run_1/clk_routes.png
Drawn at 3 px/um.
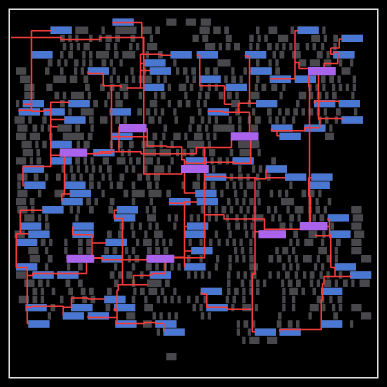
run_1/layer_met4.png
Drawn at 3 px/um. Supply wires on this layer in gray.
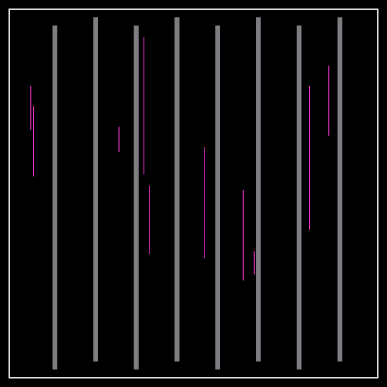
run_1/cell_density.png
Drawn at 3 px/um. 12 x 12 tiles, from dark blue (low) to red (high), 0 to 100% covered.
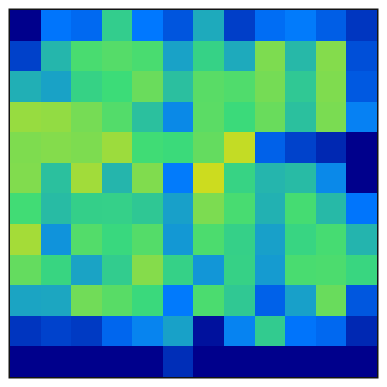
[src/rtl/imem_loader_if.sv]
`default_nettype none
// ============================================================================
//  Module      : imem_loader_if
//  Description : Byte-stream input and instruction-memory write bundle for
//                imem_loader. The slave modport is the loader's view; the
//                master modport is the view of whatever feeds bytes in and
//                watches the write/status outputs.
//  Revision    : 1.0 - initial release
// ============================================================================
interface imem_loader_if #(
    parameter int I_ADDR_W = 12,
    parameter int INST_W   = 16
);

    // Byte stream from the host link
    logic [7:0]          rx_data;
    logic                rx_valid;
    logic                rx_ready;

    // Instruction memory write port
    logic                imem_we;
    logic [I_ADDR_W-1:0] imem_addr;
    logic [INST_W-1:0]   imem_wdata;

    // CPU control and load status
    logic                cpu_hold;
    logic                load_done;
    logic                load_error;

    modport slave (
        input  rx_data,
        input  rx_valid,
        output rx_ready,
        output imem_we,
        output imem_addr,
        output imem_wdata,
        output cpu_hold,
        output load_done,
        output load_error
    );

    modport master (
        output rx_data,
        output rx_valid,
        input  rx_ready,
        input  imem_we,
        input  imem_addr,
        input  imem_wdata,
        input  cpu_hold,
        input  load_done,
        input  load_error
    );

endinterface
`default_nettype wire

[src/rtl/imem_loader.sv]
`default_nettype none
// ============================================================================
//  Module      : imem_loader
//  Description : Receives a framed byte stream (SYNC, LEN_LO, LEN_HI,
//                little-endian instruction payload, 8-bit additive checksum)
//                and writes each assembled instruction into instruction
//                memory while holding the CPU in reset. The CPU is released
//                only once a frame has been fully received with a matching
//                checksum.
//  Revision    : 1.0 - initial release
// ============================================================================
module imem_loader #(
    parameter int          I_ADDR_W       = 12,
    parameter int          INST_W         = 16,
    parameter logic [7:0]  SYNC_BYTE      = 8'hA5,
    parameter int          TIMEOUT_CYCLES = 100000
) (
    input  wire           clk,
    input  wire           reset,
    imem_loader_if.slave  bus
);

    // ------------------------------------------------------------------------
    // Derived constants
    // ------------------------------------------------------------------------
    localparam int INST_W_BYTES = (INST_W + 7) / 8;
    localparam int c_BCNT_W     = (INST_W_BYTES > 1) ? $clog2(INST_W_BYTES) : 1;
    localparam int c_IDLE_W     = $clog2(TIMEOUT_CYCLES + 1);
    localparam int c_ASM_W      = INST_W_BYTES * 8;

    localparam logic [c_BCNT_W-1:0] c_LAST_BYTE    = c_BCNT_W'(INST_W_BYTES - 1);
    localparam logic [c_BCNT_W-1:0] c_BCNT_ONE     = c_BCNT_W'(1);
    localparam logic [c_IDLE_W-1:0] c_TIMEOUT_LAST = c_IDLE_W'(TIMEOUT_CYCLES - 1);
    localparam logic [c_IDLE_W-1:0] c_IDLE_ONE     = c_IDLE_W'(1);
    localparam logic [I_ADDR_W-1:0] c_ADDR_ONE     = I_ADDR_W'(1);
    // Largest legal LEN is the full memory depth
    localparam logic [32:0]         c_MAX_LEN      = 33'd1 << I_ADDR_W;

    // ------------------------------------------------------------------------
    // State encoding
    // ------------------------------------------------------------------------
    typedef enum logic [2:0] {
        S_IDLE     = 3'd0,
        S_LEN_LO   = 3'd1,
        S_LEN_HI   = 3'd2,
        S_PAYLOAD  = 3'd3,
        S_CHECKSUM = 3'd4,
        S_DONE     = 3'd5,
        S_ERROR    = 3'd6
    } state_t;

    // ------------------------------------------------------------------------
    // Registers
    // ------------------------------------------------------------------------
    state_t              r_state;
    logic [7:0]          r_len_lo;
    logic [I_ADDR_W-1:0] r_last_idx;   // LEN-1: index of the final instruction
    logic [I_ADDR_W-1:0] r_addr;       // address counter, also drives imem_addr
    logic [c_BCNT_W-1:0] r_byte_cnt;   // byte position within current instruction
    logic [c_ASM_W-1:0]  r_asm;        // partially assembled instruction
    logic [7:0]          r_sum;        // running payload checksum
    logic [c_IDLE_W-1:0] r_idle_cnt;   // cycles since the last accepted in-frame byte
    logic                r_imem_we;
    logic [INST_W-1:0]   r_imem_wdata;
    logic                r_cpu_hold;
    logic                r_load_done;
    logic                r_load_error;

    // ------------------------------------------------------------------------
    // Combinational helpers
    // ------------------------------------------------------------------------
    logic                w_rx_ready;
    logic                w_accept;
    logic                w_is_sync;
    logic                w_in_frame;
    logic [15:0]         w_len;
    logic                w_len_bad;
    logic [c_ASM_W-1:0]  w_asm_next;

    // The single write cycle is the only time a byte cannot be taken, so the
    // address counter and byte counter never see a payload byte and a write
    // completion in the same cycle.
    assign w_rx_ready = ~reset & ~r_imem_we;
    assign w_accept   = bus.rx_valid & w_rx_ready;
    assign w_is_sync  = (bus.rx_data == SYNC_BYTE);
    assign w_in_frame = (r_state == S_LEN_LO)  || (r_state == S_LEN_HI) ||
                        (r_state == S_PAYLOAD) || (r_state == S_CHECKSUM);
    assign w_len      = {bus.rx_data, r_len_lo};
    assign w_len_bad  = (w_len == 16'd0) || (33'(w_len) > c_MAX_LEN);

    // Drop the incoming byte into its little-endian slot of the instruction
    always_comb begin
        w_asm_next = r_asm;
        w_asm_next[int'(r_byte_cnt) * 8 +: 8] = bus.rx_data;
    end

    // Frame-parsing FSM with registered write strobe and status outputs
    always_ff @(posedge clk) begin
        if (reset) begin
            r_state      <= S_IDLE;
            r_len_lo     <= '0;
            r_last_idx   <= '0;
            r_addr       <= '0;
            r_byte_cnt   <= '0;
            r_asm        <= '0;
            r_sum        <= '0;
            r_idle_cnt   <= '0;
            r_imem_we    <= 1'b0;
            r_imem_wdata <= '0;
            r_cpu_hold   <= 1'b1;
            r_load_done  <= 1'b0;
            r_load_error <= 1'b0;
        end else begin
            r_imem_we <= 1'b0;

            case (r_state)
                // Outside a frame only a sync byte matters; it restarts all
                // per-frame bookkeeping and re-asserts the CPU hold.
                S_IDLE, S_DONE, S_ERROR: begin
                    r_idle_cnt <= '0;
                    if (w_accept && w_is_sync) begin
                        r_state      <= S_LEN_LO;
                        r_load_done  <= 1'b0;
                        r_load_error <= 1'b0;
                        r_cpu_hold   <= 1'b1;
                        r_addr       <= '0;
                        r_byte_cnt   <= '0;
                        r_sum        <= '0;
                    end
                end

                S_LEN_LO: begin
                    if (w_accept) begin
                        r_len_lo <= bus.rx_data;
                        r_state  <= S_LEN_HI;
                    end
                end

                // Reject empty frames and frames larger than the memory
                // before any write is issued.
                S_LEN_HI: begin
                    if (w_accept) begin
                        if (w_len_bad) begin
                            r_state      <= S_ERROR;
                            r_load_error <= 1'b1;
                        end else begin
                            r_last_idx <= I_ADDR_W'(w_len - 16'd1);
                            r_state    <= S_PAYLOAD;
                        end
                    end
                end

                // The cycle after a write advances the address; after the
                // last instruction the next byte is the checksum.
                S_PAYLOAD: begin
                    if (r_imem_we) begin
                        r_addr <= r_addr + c_ADDR_ONE;
                        if (r_addr == r_last_idx) begin
                            r_state <= S_CHECKSUM;
                        end
                    end else if (w_accept) begin
                        r_sum <= r_sum + bus.rx_data;
                        r_asm <= w_asm_next;
                        if (r_byte_cnt == c_LAST_BYTE) begin
                            r_byte_cnt   <= '0;
                            r_imem_we    <= 1'b1;
                            r_imem_wdata <= w_asm_next[INST_W-1:0];
                        end else begin
                            r_byte_cnt <= r_byte_cnt + c_BCNT_ONE;
                        end
                    end
                end

                S_CHECKSUM: begin
                    if (w_accept) begin
                        if (bus.rx_data == r_sum) begin
                            r_state     <= S_DONE;
                            r_load_done <= 1'b1;
                            r_cpu_hold  <= 1'b0;
                        end else begin
                            r_state      <= S_ERROR;
                            r_load_error <= 1'b1;
                        end
                    end
                end

                default: begin
                    r_state      <= S_ERROR;
                    r_load_error <= 1'b1;
                end
            endcase

            // Inter-byte watchdog: a stalled link inside a frame aborts it.
            // Writes already made are left in place.
            if (w_in_frame) begin
                if (w_accept) begin
                    r_idle_cnt <= '0;
                end else if (r_idle_cnt == c_TIMEOUT_LAST) begin
                    r_idle_cnt   <= '0;
                    r_state      <= S_ERROR;
                    r_load_error <= 1'b1;
                    r_load_done  <= 1'b0;
                    r_cpu_hold   <= 1'b1;
                end else begin
                    r_idle_cnt <= r_idle_cnt + c_IDLE_ONE;
                end
            end
        end
    end

    // ------------------------------------------------------------------------
    // Outputs
    // ------------------------------------------------------------------------
    assign bus.rx_ready   = w_rx_ready;
    assign bus.imem_we    = r_imem_we;
    assign bus.imem_addr  = r_addr;
    assign bus.imem_wdata = r_imem_wdata;
    assign bus.cpu_hold   = r_cpu_hold;
    assign bus.load_done  = r_load_done;
    assign bus.load_error = r_load_error;

endmodule
`default_nettype wire

[src/flat_wrapper.sv]
// flat-port wrapper written by rule: the top's interface ports become plain ports
module imem_loader_flat 
#(
    parameter int          I_ADDR_W       = 12,
    parameter int          INST_W         = 16,
    parameter logic [7:0]  SYNC_BYTE      = 8'hA5,
    parameter int          TIMEOUT_CYCLES = 100000
)
  (clk, reset, bus_rx_data, bus_rx_valid, bus_rx_ready, bus_imem_we, bus_imem_addr, bus_imem_wdata, bus_cpu_hold, bus_load_done, bus_load_error);
  imem_loader_if #(.I_ADDR_W(I_ADDR_W), .INST_W(INST_W)) bus_i ();
  input  wire clk;
  input  wire reset;
  input wire logic [$bits(bus_i.rx_data)-1:0] bus_rx_data;
  input wire logic [$bits(bus_i.rx_valid)-1:0] bus_rx_valid;
  output wire logic [$bits(bus_i.rx_ready)-1:0] bus_rx_ready;
  output wire logic [$bits(bus_i.imem_we)-1:0] bus_imem_we;
  output wire logic [$bits(bus_i.imem_addr)-1:0] bus_imem_addr;
  output wire logic [$bits(bus_i.imem_wdata)-1:0] bus_imem_wdata;
  output wire logic [$bits(bus_i.cpu_hold)-1:0] bus_cpu_hold;
  output wire logic [$bits(bus_i.load_done)-1:0] bus_load_done;
  output wire logic [$bits(bus_i.load_error)-1:0] bus_load_error;
  assign bus_i.rx_data = bus_rx_data;
  assign bus_i.rx_valid = bus_rx_valid;
  assign bus_rx_ready = bus_i.rx_ready;
  assign bus_imem_we = bus_i.imem_we;
  assign bus_imem_addr = bus_i.imem_addr;
  assign bus_imem_wdata = bus_i.imem_wdata;
  assign bus_cpu_hold = bus_i.cpu_hold;
  assign bus_load_done = bus_i.load_done;
  assign bus_load_error = bus_i.load_error;
  imem_loader #(.I_ADDR_W(I_ADDR_W), .INST_W(INST_W), .SYNC_BYTE(SYNC_BYTE), .TIMEOUT_CYCLES(TIMEOUT_CYCLES)) u_core (.clk(clk), .reset(reset), .bus(bus_i));
endmodule
[config.mk]
export PLATFORM = sky130hd
export DESIGN_NAME = imem_loader_flat
export DESIGN_NICKNAME = d
export VERILOG_FILES = /design/src/rtl/imem_loader_if.sv /design/src/rtl/imem_loader.sv /design/src/flat_wrapper.sv
export SDC_FILE = /design/constraint.sdc
export NUM_CORES = 1
export LEC_CHECK = 0
export ABC_AREA = 1
export CELL_PAD_IN_SITES_DETAIL_PLACEMENT = 1
export CELL_PAD_IN_SITES_GLOBAL_PLACEMENT = 2
export CORE_UTILIZATION = 34
export CTS_CLUSTER_DIAMETER = 80
export CTS_CLUSTER_SIZE = 24
export DETAILED_ROUTE_END_ITERATION = 7
export PLACE_DENSITY = 0.95
export SYNTH_ARGS = -nofsm -noshare
export SYNTH_HDL_FRONTEND = slang
export SYNTH_SLANG_ARGS = --single-unit
export TNS_END_PERCENT = 5
[constraint.sdc]
create_clock -name clk -period 5.3 [get_ports clk]
set_input_delay 1.59 -clock clk [delete_from_list [all_inputs] [get_ports clk]]
set_output_delay 1.59 -clock clk [all_outputs]
set_load 0.02 [all_outputs]
==> flow_summary.json, run 1 <==
{
  "ioPinCount": 44,
  "num_antenna_cells": 0,
  "die_y_um": 122.4,
  "ys_seq_share_pct": 36.18,
  "yosys.area.top_type": "dfxtp_1",
  "synthArstFlopShare_pct": 0,
  "start_kind": "input pin",
  "crit_required_ns": 3.71,
  "clockBufferDepth": 2,
  "numSynthFlops": 89,
  "synthesis.area_um2": 4925,
  "wl_met1_um": 6269,
  "edf_count": 0,
  "tritoncts": "built",
  "crit_type": "in2out",
  "row_count": 43,
  "core_um2": 13990,
  "grt.total_usage_pct": 19.63,
  "grt_max_degree": 47,
  "path_clk_slew_ns": 0.07,
  "min_path_type": "reg2reg",
  "warning_count": 27,
  "wl_met2_um": 6847,
  "cap_violations": 0,
  "top_area_share_pct": 36.18,
  "most_common_cell": "nand2_1",
  "synth-main-ff-cell": "dfxtp_1",
  "gp_congestion": 0.8606,
  "common_cells": "nand2_1, nor2_1, dfxtp_1, inv_1, a21oi_1",
  "p_int_mw": 1.167,
  "worstPathArrival_ns": 2.79,
  "fp_util_pct": 35.21,
  "endpoint_kind": "output port",
  "met3_length_um": 379,
  "finalNetCount": 805,
  "power.share.sequential_pct": 41.7,
  "grt_antenna_before_repair": 0,
  "port_buffers": 43,
  "synthesis.nets": 772,
  "fmax_ghz": 0.2284,
  "dpl-instance-area_um2": 5469,
  "dp_hpwl_um": 10140,
  "rsz0062_at_grt": "no",
  "netlist_instances": 748,
  "totalWireLength_um": 13750,
  "yosys_cells": 748,
  "comb_power_share_pct": 21.0,
  "period_used_pct": 82.60,
  "status": "finished clean",
  "fillers": 1810,
  "vdd_ir_drop_max_v": 0.0001693,
  "power.share.switching_pct": 33.10,
  "timing_worst_slew_pin_value_ns": 0.5529,
  "top_layer_used": "met4",
  "grt_overflow": 0,
  "postCtsSetupRepairBufs": 0,
  "dr_total_vias": 4753,
  "fin_area_um2": 5767,
  "mi_logic_area_um2": 2705,
  "setup_violations": 0,
  "hold_depth": 2,
  "cts_sinks": 89,
  "leakagePower_nw": 2.426,
  "yosys_warnings": 0,
  "holdBufCountCts": 0,
  "syn_to_final_growth_pct": 17.10,
  "flop_area_um2": 1782,
  "maxSlewViolCount": 0,
  "cts_buffers": 9,
  "relSlewSlack_pct": 63.02,
  "area_leaders": "dfxtp_1, nand2_1, nor2_1, inv_1, a21oi_1",
  "power_mw": 1.744,
  "die_area_um2": 14970,
  "cts_resized": 0,
  "vias_per_cell": 4.920,
  "routedWlPerCell_um": 14.24,
  "grt_pass1_wl_um": 23120,
  "drive_above_1_share_pct": 5.725,
  "ant_nets": 0,
  "dpl_worst_slack_ns": 0.9156,
  "h-tree-depth": 3,
  "die_w_um": 122.4,
  "tns_ns": 0,
  "post-route-min-period_ns": 4.378,
  "yosysUniqueCellTypes": 42,
  "power_density_nw_per_um2": 302.3,
  "power_switching_uw": 577.0,
  "grt_pass1_vias": 4895,
  "drc": 0,
  "avgSynthCellArea_um2": 6.584,
  "setup_ws_ns": 0.9224,
  "drtIter0Drc": 134,
  "cp_max_fo": 2,
  "ys_chip_area_um2": 4925,
  "hold_violations": 0,
  "firstDrtPassIters": 4,
  "reg2regPathDepth": 8,
  "ctsRootBufferMaster": "clkbuf_16"
}
About clk_routes.png:
- blue: flip-flops (count 89)
- red: clock wires (length 1,350 um)
- purple: clock drivers (count 9)
- flops lie: all over the die
- routed clock nets: 10
Late-Pin Clk Latency: 0.35 ns
Power Clock: 650 uW
Clock Skews: 0.005385 ns
Clk pwr share: 37.3%

About layer_met4.png:
- share of all routed wire: 1.9%
- wire length on this layer: 258 um
- longest straight run: 47.6 um

About cell_density.png:
- fullest tile: 69%
- mean over tiles: 37%
- nearly empty tiles: 9.7%

[run 1: power groups by stage]
stage | Sequential [mW] | Clock [mW] | Combinational (mW)
final | 0.728 | 0.650 | 0.366
after CTS | 0.726 | 0.670 | 0.371
after global placement | 0.740 | 0 | 0.357
after detailed placement | 0.742 | 0 | 0.368
after global routing | 0.730 | 0.699 | 0.411
after floorplan | 0.746 | 0 | 0.273
[run 1: path summary, 6_finish.rpt]
| kind | slack, ns | startpoint | to |
|---|---|---|---|
| worst min register to register | 0.47 | u_core.r_sum[2]$_SDFFE_PP0P_ | u_core.r_sum[2]$_SDFFE_PP0P_ |
| worst max-delay path | 0.92 | reset | bus_rx_ready |
| worst min-delay path | 0.47 | u_core.r_sum[2]$_SDFFE_PP0P_ | u_core.r_sum[2]$_SDFFE_PP0P_ |
| worst max register to register | 3.16 | u_core.r_state[0]$_SDFF_PP0_ | u_core.bus.imem_wdata[1]$_SDFFE_PP0P_ |
[run 1: placed cells by master (no fill, tap or decap), drive strengths merged, types with 11 or more instances in the layout]
| cell type | count |
|---|---|
| inv | 85 |
| clkdlybuf4s50 | 43 |
| dfxtp | 89 |
| clkbuf | 11 |
| ha | 11 |
| xor2 | 18 |
| nand3 | 40 |
| nand2 | 185 |
| a21oi | 50 |
| nor3 | 19 |
| o21ai | 46 |
| nor2 | 148 |
[run 1: critical path, cell delays in order]
cell,delay (ns)
clkdlybuf4s50_1,0.43
nor2_2,0.15
clkdlybuf4s50_1,0.62
[run 1: cell type report]
class,instances,share of cell area (%)
Clock buffer,11,4.383
Clock inverter,5,0.7811
Timing Repair Buffer,45,7.724
Inverter,83,5.402
Tap cell,180,3.905
Sequential cell,89,30.90
Multi-Input combinational cell,553,46.91
[run 1: per-layer routing]
layer,up-vias,global-route usage (%)
li1,2434,-
met1,2232,22.82
met2,65,34.80
met3,22,4.136
met4,0,7.927
met5,-,0
[run 1: registers in the layout (all words and copies together), names as in the netlist]
name                   flops
u_core.bus.imem_we         1
u_core.r_idle_cnt         17
u_core.bus.load_done       1
u_core.r_last_idx         12
u_core.r_asm               8
u_core.bus.cpu_hold        1
u_core.bus.imem_addr      12
u_core.r_byte_cnt          1
u_core.bus.load_error      1
u_core.bus.imem_wdata     16
u_core.r_sum               8
u_core.r_state             3
u_core.r_len_lo            8
[run 1: cell families (layout without fill, tap and decap cells)]
family | after synthesis | count (layout) | synth area share, %
buf+inv | 106 | 144 | 8.892
xor+xnor | 23 | 23 | 4.090
fa+ha+maj | 13 | 13 | 3.608
compound gates | 107 | 107 | 11.79
flops | 89 | 89 | 36.18
simple gates | 410 | 410 | 35.44
[run 1: metrics by stage]
stage / cells / util, % / hold slack, ns
floorplan: 748 / - / 0.4435
global route: 966 / 41.23 / 0.4901
global placement: 950 / 39.10 / 0.4523
detailed placement: 950 / 39.10 / 0.4618
finish: 966 / 41.23 / 0.4672
CTS: 966 / 41.23 / 0.4727
==> inputs of run 2 (changes only) <==
--- a/config.mk
+++ b/config.mk
@@ -8,11 +8,11 @@
 export ABC_AREA = 1
 export CELL_PAD_IN_SITES_DETAIL_PLACEMENT = 1
 export CELL_PAD_IN_SITES_GLOBAL_PLACEMENT = 2
-export CORE_UTILIZATION = 34
+export CORE_UTILIZATION = 32
 export CTS_CLUSTER_DIAMETER = 80
 export CTS_CLUSTER_SIZE = 24
 export DETAILED_ROUTE_END_ITERATION = 7
-export PLACE_DENSITY = 0.95
+export PLACE_DENSITY = 0.91
 export SYNTH_ARGS = -nofsm -noshare
 export SYNTH_HDL_FRONTEND = slang
 export SYNTH_SLANG_ARGS = --single-unit
==> constraint.sdc (replaced) <==
create_clock -name clk -period 4.5 [get_ports clk]
set_input_delay 1.35 -clock clk [delete_from_list [all_inputs] [get_ports clk]]
set_output_delay 1.35 -clock clk [all_outputs]
set_load 0.02 [all_outputs]
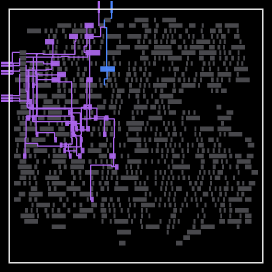
run_2/io_fan.png
Drawn at 2 px/um.
- blue: `bus_load_done` (bits 1; direction output; end cells 1; wire 44.4 um)
- purple: `bus_rx_data` (bits 8; direction input; end cells 40; wire 925 um)
IO buf count: 43
Ports: 44

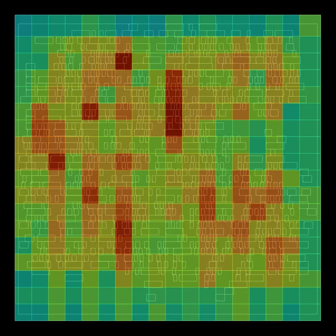
run_2/congestion.png
Core Util, Final: 39.22%
routed len/inst: 14.34 um

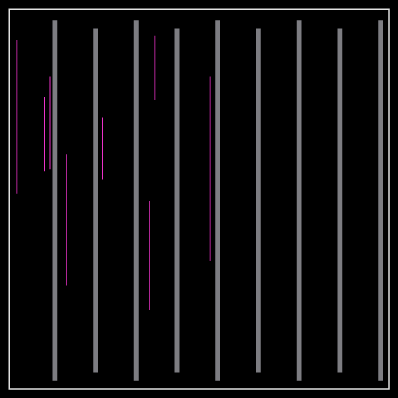
run_2/layer_met4.png
Drawn at 3 px/um. Supply wires on this layer in gray.
- main direction: vertical
- share of all routed wire: 2.1%

==> run 2 against run 1 <==
- critical path depth is the same
- largest cell class unchanged
- via count grew 0.29%
- first-iteration DRC count grew 17%
==> flow_summary.json, run 2 <==
{
  "tns_ns": 0,
  "final_cells": 970,
  "crit_top_cell": "clkdlybuf4s50_1",
  "ant_nets": 0,
  "finalNetCount": 805,
  "rsz0062_at_grt": "no",
  "edf_count": 0,
  "drc": 0,
  "cp_top_family": "buffers and inverters",
  "holdWs_ns": 0.4715,
  "lay_top_cells": "nand2_1, nor2_1, dfxtp_1",
  "synth-main-ff-cell": "dfxtp_1",
  "critPathBufInv": 2,
  "timing_worst_slew_pin_value_ns": 0.5188,
  "yosys_warnings": 0,
  "hp-start": "u_core.r_sum[2]$_SDFFE_PP0P_",
  "die_w_um": 126.1,
  "area_leaders": "dfxtp_1, nand2_1, nor2_1, inv_1, a21oi_1",
  "postCtsSetupRepairBufs": 0,
  "slowest_delay_ns": 0.64,
  "largest-register": "u_core.r_idle_cnt",
  "min_path_type": "reg2reg",
  "r2r_slack_ns": 2.35,
  "synthesis.nets": 772,
  "grt_antenna_before_repair": 0,
  "ctsRootBufferMaster": "clkbuf_16",
  "fillers": 1921,
  "die_y_um": 126.1,
  "hold_violations": 0,
  "hold_end": "u_core.r_sum[2]$_SDFFE_PP0P_",
  "synthesis.area_um2": 4925,
  "tritoncts": "built",
  "synthArstFlopShare_pct": 0,
  "fin_skew_ns": 0.005980,
  "totalWireLength_um": 13910,
  "largest_reg_flops": 17,
  "gp_congestion": 0.8354,
  "post-route-min-period_ns": 4.028,
  "syn_to_final_growth_pct": 17.51,
  "start_kind": "input pin",
  "dpl_worst_slack_ns": 0.4813,
  "worst_r2r_endpoint": "u_core.bus.imem_wdata[3]$_SDFFE_PP0P_",
  "slowest_stage": "clkdlybuf4s50_1",
  "grt.total_usage_pct": 18.80,
  "cts_buffers": 9,
  "hold_depth": 2,
  "cts_resized": 0,
  "vias_per_cell": 4.914,
  "grt_pass1_wl_um": 24180,
  "wl_met2_um": 6662,
  "endpoint_kind": "output port",
  "clockBufferDepth": 2,
  "ys_seq_share_pct": 36.18,
  "placedCellCount": 954,
  "drtIter0Drc": 157,
  "worstPathArrival_ns": 2.68,
  "yosys.area.top_type": "dfxtp_1",
  "dpl-instance-area_um2": 5474,
  "top_layer_used": "met4",
  "status": "finished clean",
  "clock_latency_ns": 0.35
}
-- run 2: worst reg2reg max path, cell delays in order, from the launching register on --
cell	delay, ns
dfxtp_1	0.49
nand2_1	0.14
nor2_4	0.16
inv_2	0.14
nor2_4	0.29
nand2_2	0.29
inv_2	0.32
o21ai_0	0.12
nor2_1	0.13
-- run 2: how the worst max path moves through the flow --
stage                     startpoint           end
after floorplan                reset  bus_rx_ready
after global placement         reset  bus_rx_ready
after detailed placement       reset  bus_rx_ready
after CTS                      reset  bus_rx_ready
after global routing           reset  bus_rx_ready
final                          reset  bus_rx_ready
-- run 2: cells by family after synthesis --
| family | synth area share (%) |
|---|---|
| flops | 36.18 |
| simple gates | 35.44 |
| buf+inv | 8.892 |
| xor+xnor | 4.090 |
| fa+ha+maj | 3.608 |
| compound gates | 11.79 |
-- run 2: power by group --
| group | internal (mW) | total [mW] | switching [mW] | leakage, nW |
|---|---|---|---|---|
| logic | 0.147 | 0.433 | 0.286 | 1.56 |
| clock network | 0.454 | 0.806 | 0.352 | 0.148 |
| registers | 0.813 | 0.855 | 0.0413 | 0.717 |
| total | 1.41 | 2.09 | 0.680 | 2.43 |
-- run 2: cell type report --
class / count / area [um^2] / area share, %
tap: 184 / 230.2 / 3.978
inverter: 83 / 311.5 / 5.384
timing repair buffer: 45 / 445.4 / 7.697
multi-input combinational: 553 / 2705 / 46.75
clock inverter: 6 / 73.82 / 1.276
sequential: 89 / 1782 / 30.79
clock buffer: 10 / 239.0 / 4.130
-- run 2: routing by layer --
layer	vias to the layer above	track usage, %
li1	2428	-
met4	0	6.945
met2	68	32.95
met5	-	0
met1	2253	22.70
met3	18	3.653
Power and IR drop assume default switching activity.
